<file path="src/rtl/rv_ctl_mw_if.sv">
// Control bundle between the multi-cycle RV32 controller and its datapath/memory.
// The controller uses the master view; the datapath and memory use the slave view.
interface rv_ctl_mw_if;
  logic [31:0] instr;
  logic        zero;
  logic        mem_ready;
  logic        mem_req;
  logic        mem_we;
  logic        iord;
  logic [1:0]  pcsource;
  logic        pcwrite;
  logic        pccen;
  logic        irwrite;
  logic        addrwrite;
  logic        mdrwrite;
  logic        regwen;
  logic [1:0]  wbsel;
  logic [2:0]  immsel;
  logic [1:0]  asel;
  logic        bsel;
  logic [3:0]  alusel;

  modport master (
    input  instr, zero, mem_ready,
    output mem_req, mem_we, iord, pcsource, pcwrite, pccen, irwrite,
           addrwrite, mdrwrite, regwen, wbsel, immsel, asel, bsel, alusel
  );

  modport slave (
    output instr, zero, mem_ready,
    input  mem_req, mem_we, iord, pcsource, pcwrite, pccen, irwrite,
           addrwrite, mdrwrite, regwen, wbsel, immsel, asel, bsel, alusel
  );
endinterface

</file>
<file path="src/rtl/rv_ctl_mw.sv">
// Multi-cycle RV32 subset controller: Moore FSM with a memory wait-timeout
// that traps into a sticky FAULT state, plus a retired-instruction counter.
module rv_ctl_mw #(
  parameter int unsigned MEM_TIMEOUT = 15,
  parameter int unsigned CNT_W       = 32,
  parameter bit          HAS_ITYPE   = 1'b1
) (
  input  logic             clk,
  input  logic             rst,
  rv_ctl_mw_if.master      bus,
  output logic [CNT_W-1:0] retired_cnt,
  output logic             fault,
  output logic [3:0]       state_o
);

  localparam int unsigned WC_W = (MEM_TIMEOUT < 1) ? 1 : $clog2(MEM_TIMEOUT + 1);
  localparam logic [WC_W-1:0] WC_MAX = WC_W'(MEM_TIMEOUT);

  typedef enum logic [3:0] {
    FETCH     = 4'd0,
    DECODE    = 4'd1,
    MEM_ADDR  = 4'd2,
    MEM_RD    = 4'd3,
    LW_WB     = 4'd4,
    MEM_WR    = 4'd5,
    ALU_EXEC  = 4'd6,
    ALU_WB    = 4'd7,
    BR_EXEC   = 4'd8,
    JAL_EXEC  = 4'd9,
    JALR_EXEC = 4'd10,
    FAULT     = 4'd11
  } state_t;

  state_t          state, state_nxt;
  logic [WC_W-1:0] wcnt;
  logic            timeout;
  logic            retire;

  logic [6:0] op;
  logic [2:0] f3;
  logic       is_lw, is_sw, is_r, is_i, is_beq, is_bne, is_jal, is_jalr;
  logic       unused_instr_bits;

  assign op      = bus.instr[6:0];
  assign f3      = bus.instr[14:12];
  assign is_lw   = (op == 7'b0000011) && (f3 == 3'b010);
  assign is_sw   = (op == 7'b0100011) && (f3 == 3'b010);
  assign is_r    = (op == 7'b0110011);
  assign is_i    = HAS_ITYPE && (op == 7'b0010011);
  assign is_beq  = (op == 7'b1100011) && (f3 == 3'b000);
  assign is_bne  = (op == 7'b1100011) && (f3 == 3'b001);
  assign is_jal  = (op == 7'b1101111);
  assign is_jalr = (op == 7'b1100111) && (f3 == 3'b000);
  assign unused_instr_bits = ^{bus.instr[31], bus.instr[29:15], bus.instr[11:7]};

  // Timeout fires on the cycle the counter has already waited MEM_TIMEOUT cycles.
  assign timeout = (MEM_TIMEOUT != 0) && bus.mem_req && !bus.mem_ready && (wcnt == WC_MAX);

  assign retire = (state_nxt == FETCH) &&
                  (state inside {LW_WB, MEM_WR, ALU_WB, BR_EXEC, JAL_EXEC, JALR_EXEC});

  assign state_o = state;

  always_ff @(posedge clk) begin
    if (rst) begin
      state       <= FETCH;
      wcnt        <= '0;
      retired_cnt <= '0;
    end else begin
      state <= state_nxt;
      if (!bus.mem_req || bus.mem_ready)
        wcnt <= '0;
      else if (wcnt != WC_MAX)
        wcnt <= wcnt + 1'b1;
      if (retire)
        retired_cnt <= retired_cnt + 1'b1;
    end
  end

  always_comb begin
    state_nxt = state;
    unique case (state)
      FETCH: begin
        if (bus.mem_ready)  state_nxt = DECODE;
        else if (timeout)   state_nxt = FAULT;
      end
      DECODE: begin
        if (is_lw || is_sw)          state_nxt = MEM_ADDR;
        else if (is_r || is_i)       state_nxt = ALU_EXEC;
        else if (is_beq || is_bne)   state_nxt = BR_EXEC;
        else if (is_jal)             state_nxt = JAL_EXEC;
        else if (is_jalr)            state_nxt = JALR_EXEC;
        else                         state_nxt = FETCH;
      end
      MEM_ADDR:  state_nxt = is_sw ? MEM_WR : MEM_RD;
      MEM_RD: begin
        if (bus.mem_ready)  state_nxt = LW_WB;
        else if (timeout)   state_nxt = FAULT;
      end
      LW_WB:     state_nxt = FETCH;
      MEM_WR: begin
        if (bus.mem_ready)  state_nxt = FETCH;
        else if (timeout)   state_nxt = FAULT;
      end
      ALU_EXEC:  state_nxt = ALU_WB;
      ALU_WB:    state_nxt = FETCH;
      BR_EXEC:   state_nxt = FETCH;
      JAL_EXEC:  state_nxt = FETCH;
      JALR_EXEC: state_nxt = FETCH;
      FAULT:     state_nxt = FAULT;
      default:   state_nxt = FETCH;
    endcase
  end

  always_comb begin
    bus.mem_req   = 1'b0;
    bus.mem_we    = 1'b0;
    bus.iord      = 1'b0;
    bus.pcsource  = 2'd0;
    bus.pcwrite   = 1'b0;
    bus.pccen     = 1'b0;
    bus.irwrite   = 1'b0;
    bus.addrwrite = 1'b0;
    bus.mdrwrite  = 1'b0;
    bus.regwen    = 1'b0;
    bus.wbsel     = 2'd0;
    bus.immsel    = 3'd2;
    bus.asel      = 2'd0;
    bus.bsel      = 1'b0;
    bus.alusel    = 4'd0;
    fault         = 1'b0;
    unique case (state)
      FETCH: begin
        bus.mem_req = 1'b1;
        if (bus.mem_ready) begin
          bus.irwrite = 1'b1;
          bus.pccen   = 1'b1;
          bus.pcwrite = 1'b1;
        end
      end
      // Branch target is formed here so BR_EXEC can load it from the ALU register.
      DECODE: begin
        bus.asel = 2'd1;
        bus.bsel = 1'b1;
      end
      MEM_ADDR: begin
        bus.immsel    = is_sw ? 3'd1 : 3'd0;
        bus.bsel      = 1'b1;
        bus.addrwrite = 1'b1;
      end
      MEM_RD: begin
        bus.mem_req  = 1'b1;
        bus.iord     = 1'b1;
        bus.mdrwrite = bus.mem_ready;
      end
      LW_WB: begin
        bus.wbsel  = 2'd2;
        bus.regwen = 1'b1;
      end
      MEM_WR: begin
        bus.mem_req = 1'b1;
        bus.mem_we  = 1'b1;
        bus.iord    = 1'b1;
      end
      ALU_EXEC: begin
        if (is_r) begin
          bus.alusel = {f3, bus.instr[30]};
        end else begin
          bus.bsel   = 1'b1;
          bus.immsel = 3'd0;
          bus.alusel = {f3, (f3 == 3'b101) ? bus.instr[30] : 1'b0};
        end
      end
      ALU_WB: begin
        bus.wbsel  = 2'd1;
        bus.regwen = 1'b1;
      end
      BR_EXEC: begin
        bus.alusel   = 4'b0001;
        bus.pcsource = 2'd1;
        bus.pcwrite  = is_beq ? bus.zero : !bus.zero;
      end
      JAL_EXEC: begin
        bus.immsel   = 3'd3;
        bus.asel     = 2'd1;
        bus.bsel     = 1'b1;
        bus.pcsource = 2'd2;
        bus.pcwrite  = 1'b1;
        bus.regwen   = 1'b1;
      end
      JALR_EXEC: begin
        bus.immsel   = 3'd0;
        bus.bsel     = 1'b1;
        bus.pcsource = 2'd2;
        bus.pcwrite  = 1'b1;
        bus.regwen   = 1'b1;
      end
      FAULT:   fault = 1'b1;
      default: ;
    endcase
  end

endmodule

</file>
<file path="src/flat_wrapper.sv">
// flat-port wrapper written by rule: the top's interface ports become plain ports
module rv_ctl_mw_flat 
#(
  parameter int unsigned MEM_TIMEOUT = 15,
  parameter int unsigned CNT_W       = 32,
  parameter bit          HAS_ITYPE   = 1'b1
)
  (clk, rst, retired_cnt, fault, state_o, bus_instr, bus_zero, bus_mem_ready, bus_mem_req, bus_mem_we, bus_iord, bus_pcsource, bus_pcwrite, bus_pccen, bus_irwrite, bus_addrwrite, bus_mdrwrite, bus_regwen, bus_wbsel, bus_immsel, bus_asel, bus_bsel, bus_alusel);
  rv_ctl_mw_if bus_i ();
  input  logic clk;
  input  logic rst;
  output logic [CNT_W-1:0] retired_cnt;
  output logic fault;
  output logic [3:0] state_o;
  input wire logic [$bits(bus_i.instr)-1:0] bus_instr;
  input wire logic [$bits(bus_i.zero)-1:0] bus_zero;
  input wire logic [$bits(bus_i.mem_ready)-1:0] bus_mem_ready;
  output wire logic [$bits(bus_i.mem_req)-1:0] bus_mem_req;
  output wire logic [$bits(bus_i.mem_we)-1:0] bus_mem_we;
  output wire logic [$bits(bus_i.iord)-1:0] bus_iord;
  output wire logic [$bits(bus_i.pcsource)-1:0] bus_pcsource;
  output wire logic [$bits(bus_i.pcwrite)-1:0] bus_pcwrite;
  output wire logic [$bits(bus_i.pccen)-1:0] bus_pccen;
  output wire logic [$bits(bus_i.irwrite)-1:0] bus_irwrite;
  output wire logic [$bits(bus_i.addrwrite)-1:0] bus_addrwrite;
  output wire logic [$bits(bus_i.mdrwrite)-1:0] bus_mdrwrite;
  output wire logic [$bits(bus_i.regwen)-1:0] bus_regwen;
  output wire logic [$bits(bus_i.wbsel)-1:0] bus_wbsel;
  output wire logic [$bits(bus_i.immsel)-1:0] bus_immsel;
  output wire logic [$bits(bus_i.asel)-1:0] bus_asel;
  output wire logic [$bits(bus_i.bsel)-1:0] bus_bsel;
  output wire logic [$bits(bus_i.alusel)-1:0] bus_alusel;
  assign bus_i.instr = bus_instr;
  assign bus_i.zero = bus_zero;
  assign bus_i.mem_ready = bus_mem_ready;
  assign bus_mem_req = bus_i.mem_req;
  assign bus_mem_we = bus_i.mem_we;
  assign bus_iord = bus_i.iord;
  assign bus_pcsource = bus_i.pcsource;
  assign bus_pcwrite = bus_i.pcwrite;
  assign bus_pccen = bus_i.pccen;
  assign bus_irwrite = bus_i.irwrite;
  assign bus_addrwrite = bus_i.addrwrite;
  assign bus_mdrwrite = bus_i.mdrwrite;
  assign bus_regwen = bus_i.regwen;
  assign bus_wbsel = bus_i.wbsel;
  assign bus_immsel = bus_i.immsel;
  assign bus_asel = bus_i.asel;
  assign bus_bsel = bus_i.bsel;
  assign bus_alusel = bus_i.alusel;
  rv_ctl_mw #(.MEM_TIMEOUT(MEM_TIMEOUT), .CNT_W(CNT_W), .HAS_ITYPE(HAS_ITYPE)) u_core (.clk(clk), .rst(rst), .bus(bus_i), .retired_cnt(retired_cnt), .fault(fault), .state_o(state_o));
endmodule
</file>
<file path="config.mk">
export PLATFORM = sky130hd
export DESIGN_NAME = rv_ctl_mw_flat
export DESIGN_NICKNAME = d
export VERILOG_FILES = /design/src/rtl/rv_ctl_mw_if.sv /design/src/rtl/rv_ctl_mw.sv /design/src/flat_wrapper.sv
export SDC_FILE = /design/constraint.sdc
export NUM_CORES = 1
export LEC_CHECK = 0
export CAP_MARGIN = 20
export CORE_AREA = 2 2 82 84
export DETAILED_ROUTE_END_ITERATION = 8
export DIE_AREA = 0 0 84 86
export GPL_TIMING_DRIVEN = 0
export PLACE_DENSITY = 0.85
export SLEW_MARGIN = 15
export SYNTH_ARGS = -nofsm -noshare
export SYNTH_HDL_FRONTEND = slang
export SYNTH_SLANG_ARGS = --single-unit
</file>
<file path="constraint.sdc">
create_clock -name clk -period 2.2 [get_ports clk]
set_input_delay 0.44 -clock clk [delete_from_list [all_inputs] [get_ports clk]]
set_output_delay 0.44 -clock clk [all_outputs]
set_load 0.1 [all_outputs]
</file>
==> run_1/registers.png <==
The bar under the picture is 20 um long. Other sequential cells in the stronger gray, the rest of the logic in the fainter gray.
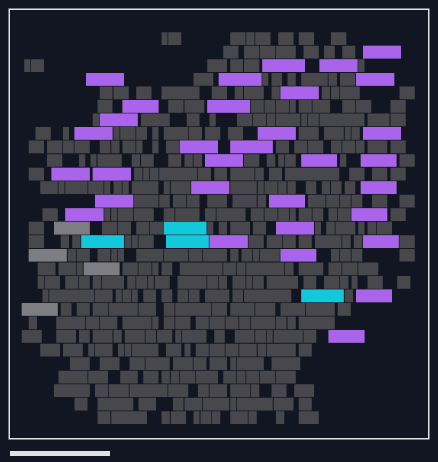
legend:
  u_core.state_o:
    color: cyan
    placed_flops: 4
  u_core.retired_cnt:
    color: purple
    placed_flops: 32
not colored: 4

==> run_1/final_congestion.png <==
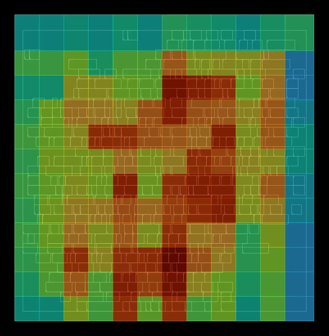
Final Core Density: 67.9%
global-route met2 utilization: 38.5%
layer with the highest usage: met2

==> run_1/metal_stack.png <==
Only two layers are drawn.
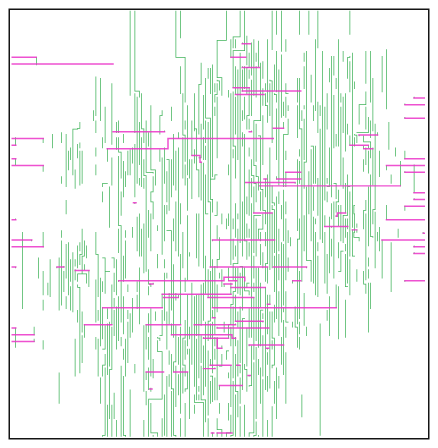
legend:
  met2:
    color: green
    wire_length: 4460 um
  met3:
    color: magenta
    wire_length: 489 um
via count: 2990
Total Wirelength: 9.08 mm

==> run_1/port_nets.png <==
The bar under the picture is 20 um long.
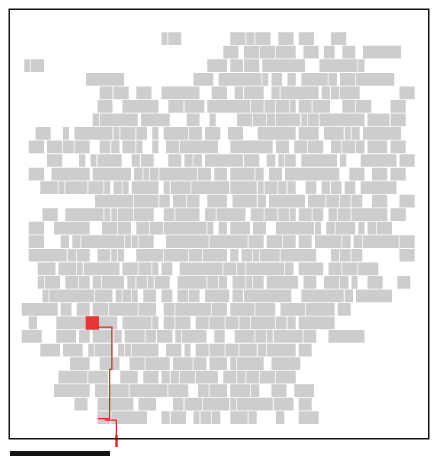
legend:
  bus_iord:
    color: red
    bits: 1
    direction: output
    end_cells: 1
    buffers: 1
    wire: 29.9 um

==> flow_summary.yaml, run 1 <==
# generated from flow reports
drt:
  wire_per_inst_um: 17.9
  wl_met1_mm: 3.83
  met2_length_mm: 4.46
  dr_wl_met3_um: 488
  via_per_inst: 5.89
  top_layer_used: "met4"
  ant_nets: 0
global_routing:
  grt_pass1_wl_mm: 13.2
  overflow: 0
  grt_start_max_net_pins: 15
  antenna_found_initial: 0
final_timing:
  max_freq_mhz: 435
  fin_setup_tns_ns: -0.496
  worst_slack_ns: -0.0962
  worst_slew_pin_slew_ns: 0.990
  layout_min_cycle_time_ns: 2.30
  fin_skew_ns: 0.0165
  setup_viol: 10
final_layout:
  design_area_mm2: 0.00426
  diodes: 0
  comb.multi_input.count: 247
  buf_share_pct: 27.4
  area_delta_synth_final_pct: 73.9
  fin_nets: 468
  seqCellArea_um2: 855
  buffers: 125
  clockBufferCount: 5
  layout.area.comb_mm2: 0.00199
  fill_cells: 467
  drive_above_1_share_pct: 44.3
  seq_share_pct: 20.0
  dominant_cells: "combinational gates"
  seq_cells: 40
floorplan:
  dieWidth_um: 84
  dieArea_mm2: 0.00722
  die.size.y_um: 86
  coreArea_mm2: 0.00628
worst_setup_path:
  path_cells: "nand2b_4, a221o_2, nor4_4, buf_4, nand4_1, or4_4, a21oi_2"
  critPathBufInv: 1
  path_class: "reg -> reg"
  reg2reg_slack_ns: -0.1
  ff2ff_path_depth: 7
  cp_num_cells: 7
  end_kind: "flop"
  cp_slowest_cell: "or4_4"
yosys:
  topCombFamilyByArea: "simple AND/OR/NAND/NOR gates"
  synthTopCellsByCount: "dfxtp_1 (40), nor2_1 (32), a21oi_1 (29)"
  ys_area_mm2: 0.00245
  yosysWarnings: 0
  ff_type: "dfxtp_1"
  yosysTopAreaCell: "dfxtp_1"
  seq_area_frac_synth_pct: 32.7
  xor_share_pct: 4.64
flow_run:
  tool_warnings: 50
power_and_ir_drop:
  p_sw_share_pct: 29.3
  power.total_mw: 1.62
  combPwrFrac_pct: 16.0
  p_leak_nw: 1.66
  ir_worst_vdd_v: 0.000364
status:
  status: "complete, but fails checks"
  violations: "setup timing"
cts:
  htreeDepth: 2
placed_design:
  dp.cells: 468
  routabilityCongestion: 0.856
min_path:
  hp-class: "reg -> reg"
run 1: cell usage in the layout, fill, tap and decap left out, drive strengths merged, types with 2 or more instances in the layout:
| cell | synthesis | routed |
|---|---|---|
| xor2 | 6 | 6 |
| or2 | 3 | 3 |
| nor2 | 32 | 32 |
| nand2b | 9 | 9 |
| and3b | 2 | 2 |
| clkbuf | 13 | 17 |
| xnor2 | 7 | 7 |
| nand4 | 14 | 14 |
| and2 | 2 | 2 |
| o22ai | 2 | 2 |
| o31ai | 12 | 12 |
| and3 | 7 | 7 |
| nand3 | 14 | 14 |
| a21oi | 29 | 29 |
| nor3 | 9 | 9 |
| or3 | 11 | 11 |
| a31o | 2 | 2 |
| clkdlybuf4s15 | 0 | 4 |
| nand2 | 17 | 17 |
| o21ai | 14 | 14 |
| or4 | 12 | 12 |
| dfxtp | 40 | 40 |
| ha | 2 | 2 |
| and4 | 3 | 3 |
| conb | 1 | 2 |
| clkdlybuf4s50 | 0 | 3 |
| nor4b | 2 | 2 |
| inv | 11 | 12 |
| dlygate4sd2 | 0 | 37 |
| nor2b | 6 | 6 |
| nand3b | 2 | 2 |
| buf | 8 | 69 |
| a22oi | 2 | 2 |
| a31oi | 3 | 3 |
| nor3b | 3 | 3 |
| nor4 | 2 | 2 |
| mux2i | 3 | 3 |
run 1: timing repair:
item                       in CTS  in global routing
setup buffers                  21                 13
gates resized                 245                 51
pin swaps                      21                 36
cloned                          1                  1
setup endpoints to repair      83                 37
run 1: how the worst min path moves through the flow:
stage,slack [ns],cells after the start,endpoint,startpoint
after global placement,0.47,2,u_core.retired_cnt[24],u_core.retired_cnt[24]
after detailed placement,0.48,2,u_core.retired_cnt[23],u_core.retired_cnt[23]
after CTS,0.48,2,u_core.retired_cnt[11],u_core.retired_cnt[11]
after floorplan,0.51,2,u_core.wcnt[1],u_core.wcnt[1]
after global routing,0.52,2,u_core.retired_cnt[11],u_core.retired_cnt[11]
final,0.50,2,u_core.retired_cnt[31],u_core.retired_cnt[31]
run 1: power groups by stage:
| stage | Sequential [mW] | Combinational (mW) | Clock (mW) |
|---|---|---|---|
| 2_1_floorplan | 0.747 | 0.152 | 0 |
| 3_5_place_dp | 0.739 | 0.226 | 0 |
| 3_3_place_gp | 0.738 | 0.223 | 0 |
| 6_report | 0.723 | 0.260 | 0.639 |
| 4_1_cts | 0.722 | 0.243 | 0.633 |
| 5_1_grt | 0.724 | 0.271 | 0.674 |
run 1: per-stage QoR:
stage          setup WS, ns  util [%]  hold WS [ns]
2_1_floorplan        -0.657         -         0.512
3_3_place_gp          -1.34      57.2         0.469
3_5_place_dp          -1.39      57.2         0.482
4_1_cts             -0.0978      63.7         0.484
5_1_grt              -0.189      67.9         0.524
6_report            -0.0962      67.9         0.502
run 1: sequential cells by signal, indices dropped and copies added, names as in the netlist:
| signal | flops |
|---|---|
| u_core.retired_cnt | 32 |
| u_core.state_o | 4 |
| u_core.wcnt | 4 |
run 1: routing by layer:
metal	vias to the layer above	GRT usage, %
li1	1413	-
met1	1418	28.3
met2	125	38.5
met3	34	3.56
met4	0	7.77
met5	-	0
==> run 2, diff against run 1 <==
Clock period 2.2 ns to 2 ns, I/O delays scaled along.
==> run_2/met1.png <==
The bar under the picture is 20 um long. Supply wires on this layer in gray.
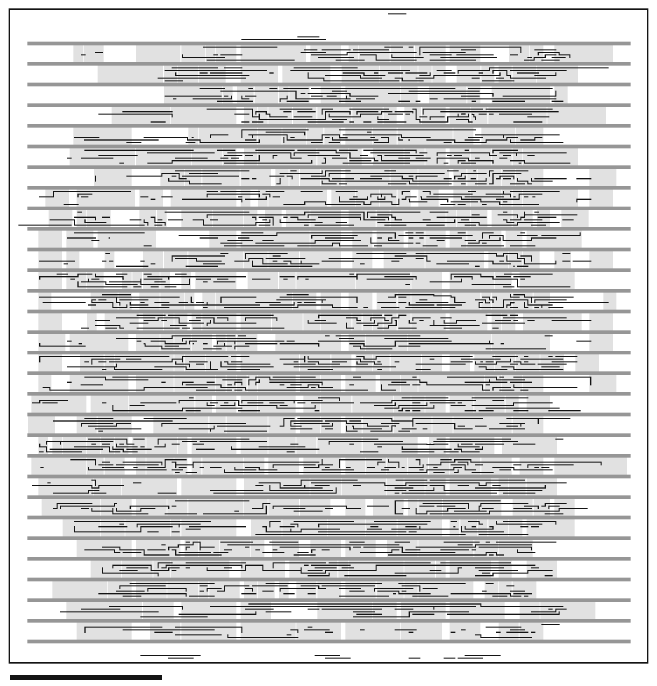
main direction: horizontal
wire length on this layer: 4970 um
nets with wire on the layer: 445
share of all routed wire: 37%

==> run_2/final_congestion.png <==
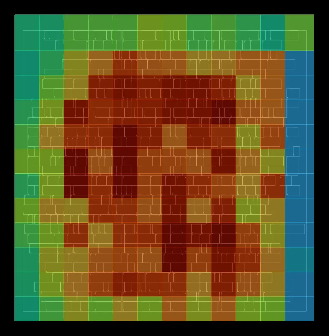
All-Layer GR Usage: 30.8%
WL/cell: 24.7 um
met1 Track Usage GR: 37.5%

==> run 2 against run 1 <==
Effect of this change: critical path type unchanged; global-route usage increased by 8.6 points; the flow still finishes with violations (setup timing); die size is the same; fmax down 6.3%; highest routed layer unchanged; register-to-register slack worse by 0.36 ns; sequential cell count unchanged; largest cell class unchanged.
==> flow_summary.yaml, run 2 <==
# generated from flow reports
flow_run:
  tool_warnings: 50
drt:
  drt_wl_total_mm: 13.5
  via_per_inst: 6.64
  num_vias: 3648
power_and_ir_drop:
  combPwrFrac_pct: 19.4
  p_leak_nw: 1.93
  power.total_mw: 1.85
  p_sw_share_pct: 30.2
  ir_worst_vdd_v: 0.000586
status:
  status: "complete, but fails checks"
  violations: "setup timing"
yosys:
  synthTopCellsByCount: "dfxtp_1 (40), nor2_1 (32), a21oi_1 (29)"
  yosysTopAreaCell: "dfxtp_1"
  ff_type: "dfxtp_1"
  seq_area_frac_synth_pct: 32.7
  ys_area_mm2: 0.00245
worst_setup_path:
  critPathBufInv: 3
  ff2ff_path_depth: 9
  end_kind: "flop"
  path_cells: "buf_8, nand2b_4, a221o_2, buf_6, nor3_4, nand3_2, buf_6, or4_4, a21oi_2"
  cp_slowest_cell: "a221o_2"
  reg2reg_slack_ns: -0.45
  path_class: "reg -> reg"
global_routing:
  grt_pass1_wl_mm: 17.7
  overflow: 0
  antenna_found_initial: 0
final_timing:
  setup_viol: 47
  fin_skew_ns: 0.0216
  max_freq_mhz: 408
  layout_min_cycle_time_ns: 2.45
  fin_setup_tns_ns: -11.59
  worst_slack_ns: -0.452
  finalHoldViolCount: 0
final_layout:
  fin_nets: 509
  design_area_mm2: 0.00496
  drive_above_1_share_pct: 54.0
  largest_reg_flops: 32
  diodes: 0
  top_register: "u_core.retired_cnt"
cts:
  htreeDepth: 2
floorplan:
  dieWidth_um: 84
  coreArea_mm2: 0.00628
  die.size.y_um: 86
min_path:
  hp-class: "reg -> reg"
  min-delay-start: "u_core.retired_cnt[12]"
  hold_end: "u_core.retired_cnt[12]"
  worstHoldPathCells: 2
placed_design:
  dp.cells: 468
  routabilityCongestion: 0.859
## run 2: cell type report
type | instances | area [um^2]
Clock inverter | 3 | 41.3
Multi-Input combinational cell | 247 | 2120
Sequential cell | 40 | 853
Timing Repair Buffer | 149 | 1540
Inverter | 11 | 41.3
Fill cell | 351 | 1320
Tap cell | 77 | 96.3
Buffer | 17 | 201
Clock buffer | 5 | 68.8
## run 2: worst max-delay path by stage
stage                     slack [ns]  cells after the start                     end               from
after floorplan                -0.86                      8   u_core.retired_cnt[7]  u_core.state_o[0]
after global routing           -0.50                      9  u_core.retired_cnt[16]  u_core.state_o[3]
after CTS                      -0.29                      9             bus_pcwrite       bus_instr[3]
after global placement         -1.48                      9             bus_pcwrite       bus_instr[0]
after detailed placement       -1.52                      8             bus_pcwrite       bus_instr[5]
final                          -0.45                      9  u_core.retired_cnt[20]  u_core.state_o[3]
## run 2: through the flow
step	utilization (%)	setup WS, ns
floorplan	-	-0.857
global placement	57.4	-1.48
detailed placement	57.4	-1.52
CTS	73.0	-0.292
global route	79.0	-0.504
finish	79.0	-0.452
## run 2: kinds of logic (layout without fill, tap and decap cells)
group,count (synthesis),after routing
other,1,2
adder cells (fa/ha/maj),2,2
AND-OR/OR-AND,74,74
multiplexers,4,4
AND/OR/NAND/NOR,152,152
XOR/XNOR,13,13
flip-flops,40,40
buffers and inverters,32,185
## run 2: worst reg2reg max path: cells and delay by family (launching register included)
kind	cells	cell delay, ns
AND/OR/NAND/NOR	4	0.95
AND-OR/OR-AND	2	0.64
buffers and inverters	3	0.44
flip-flops	1	0.35
## run 2: repair_timing
item,in CTS,in global routing
setup buffers,52,26
setup endpoints to repair,88,62
pin swaps,54,42
resized,338,100
cloned,2,0
## run 2: per-layer routing
metal / up-vias / part of all wire [%] / track usage (%)
met5: - / 0 / 0
met4: 0 / 7.4 / 17.7
met3: 111 / 11 / 7.41
met2: 332 / 45 / 50.1
met1: 1720 / 37 / 37.5
li1: 1485 / - / -
## run 2: power groups by stage
stage	Combinational, mW	Clock (mW)	Sequential, mW
after floorplan	0.167	0	0.822
after global placement	0.246	0	0.812
after detailed placement	0.250	0	0.812
after CTS	0.307	0.674	0.794
after global routing	0.367	0.729	0.794
final	0.360	0.699	0.793
==> run 3, diff against run 2 <==
Settings changed: CTS_CLUSTER_SIZE from default to 14.
==> run_3/final_congestion.png <==
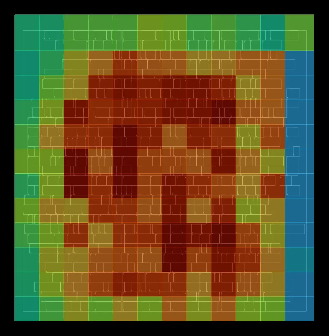
global-route met2 utilization: 50.1%
Final Core Density: 79.0%
GR Util met3: 7.41%

==> run_3/met1.png <==
The bar under the picture is 20 um long. Supply wires on this layer in gray.
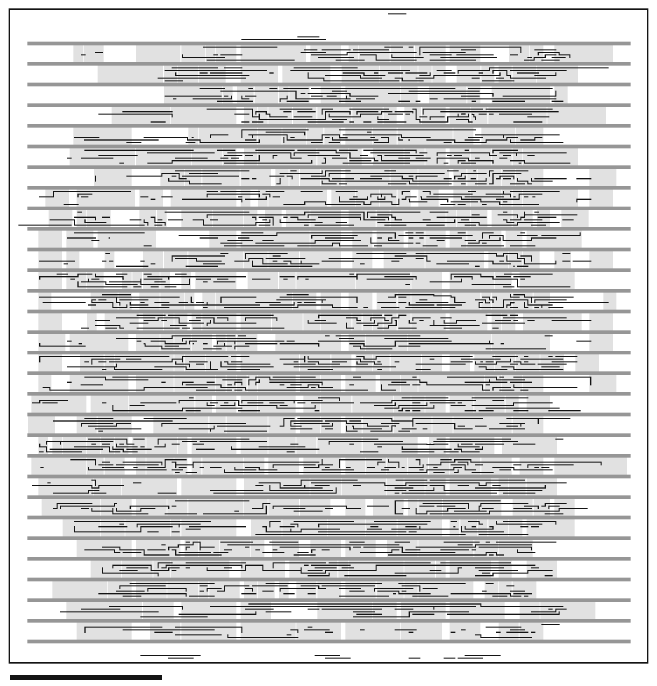
wire length on this layer: 4970 um
nets with wire on the layer: 445
Total Wirelength: 13.5 mm
via count: 3648

==> run 3 against run 2 <==
Effect of this change: the flow still finishes with violations (setup timing); combinational power hardly changed; sequential cell count unchanged; highest routed layer unchanged; critical path depth unchanged; clock skew stayed put; global-route usage stayed put; sequential share of layout area did not move.
==> flow_summary.yaml, run 3 <==
# generated from flow reports
floorplan:
  die.size.y_um: 86
  coreArea_mm2: 0.00628
  dieArea_mm2: 0.00722
  dieWidth_um: 84
placed_design:
  dp.cells: 468
  routabilityCongestion: 0.859
  dp_slack_ns: -1.52
drt:
  via_per_inst: 6.64
  ant_nets: 0
  wire_per_inst_um: 24.7
status:
  status: "complete, but fails checks"
  violations: "setup timing"
final_timing:
  finalHoldViolCount: 0
  max_freq_mhz: 408
  setup_viol: 47
  holdWs_ns: 0.500
  layout_min_cycle_time_ns: 2.45
  fin_setup_tns_ns: -11.59
  worst_slew_pin_slew_ns: 1.00
  fin_skew_ns: 0.0216
  worst_slack_ns: -0.452
final_layout:
  design_area_mm2: 0.00496
  mostFrequentLayoutCell: "buf_4"
  fin_nets: 509
  mostFrequentLayoutCells: "buf_4 (49), buf_6 (35), nor2_1 (24), dlygate4sd2_1 (20), buf_12 (19)"
  area_delta_synth_final_pct: 102
  largest_reg_flops: 32
  top_register: "u_core.retired_cnt"
worst_setup_path:
  path_class: "reg -> reg"
yosys:
  yosysTopAreaCell: "dfxtp_1"
  ys_area_mm2: 0.00245
  yosysWarnings: 0
  seq_area_frac_synth_pct: 32.7
  synthTopCellsByCount: "dfxtp_1 (40), nor2_1 (32), a21oi_1 (29)"
  ff_type: "dfxtp_1"
global_routing:
  overflow: 0
  grt_usage_pct: 30.8
  grt_start_max_net_pins: 14
  antenna_found_initial: 0
cts:
  htreeDepth: 2
power_and_ir_drop:
  ir_worst_vdd_v: 0.000586
  p_leak_nw: 1.93
min_path:
  hp-class: "reg -> reg"
flow_run:
  tool_warnings: 50
[run 3: cell counts in the layout (fill, tap and decap cells not counted)]
No cell type changed its count.
[run 3: cell type report]
| cell class | instances | area [um^2] |
|---|---|---|
| Buffer | 17 | 201 |
| Clock buffer | 5 | 68.8 |
| Clock inverter | 3 | 41.3 |
| Fill cell | 351 | 1320 |
| Inverter | 11 | 41.3 |
| Multi-Input combinational cell | 247 | 2120 |
| Sequential cell | 40 | 853 |
| Tap cell | 77 | 96.3 |
| Timing Repair Buffer | 149 | 1540 |
[run 3: logic make-up (layout without fill, tap and decap cells)]
kind of cell	count (synthesis)	after routing	synth area share, %
and+or+nand+nor	152	152	35.6
adders and majority gates	2	2	1.02
muxes	4	4	1.68
DFF	40	40	32.7
buffers and inverters	32	185	5.51
other	1	2	0.153
AOI/OAI and AO/OA	74	74	18.7
xor gates and xnor gates	13	13	4.64
[run 3: layer usage]
metal  up-vias  GRT usage [%]  wire, um
met5         -              0         0
met2       332           50.1      6130
met1      1720           37.5      4970
li1       1485              -         -
met4         0           17.7      1000
met3       111           7.41      1440
[run 3: path summary, 6_finish.rpt]
check | startpoint | end | slack (ns) | depth (start not counted)
worst max-delay path | u_core.state_o[3] | u_core.retired_cnt[20] | -0.45 | 9
worst min register to register | u_core.retired_cnt[12] | u_core.retired_cnt[12] | 0.50 | 2
worst max register to register | u_core.state_o[3] | u_core.retired_cnt[20] | -0.45 | 9
worst min-delay path | u_core.retired_cnt[12] | u_core.retired_cnt[12] | 0.50 | 2
[run 3: power by group]
group	switching, mW	total (mW)	internal [mW]
Sequential	0.00461	0.793	0.789
Combinational	0.226	0.360	0.134
Clock	0.328	0.699	0.371
Total	0.559	1.85	1.29
[run 3: worst max-delay path, stage by stage, from the launching register on]
cell and delay, ns:
dfxtp_4 0.35, buf_8 0.13, nand2b_4 0.15, a221o_2 0.44
buf_6 0.14, nor3_4 0.21, nand3_2 0.17, buf_6 0.17
or4_4 0.42, a21oi_2 0.20
[run 3: timing repair]
item	4_1_cts	5_1_grt
setup endpoints to repair	88	62
gates cloned	2	0
resized	338	100
buffers inserted	52	26
hold buffers	0	0
pin swaps	54	42
Power figures rest on the tool's default switching activity, not on a simulated workload.
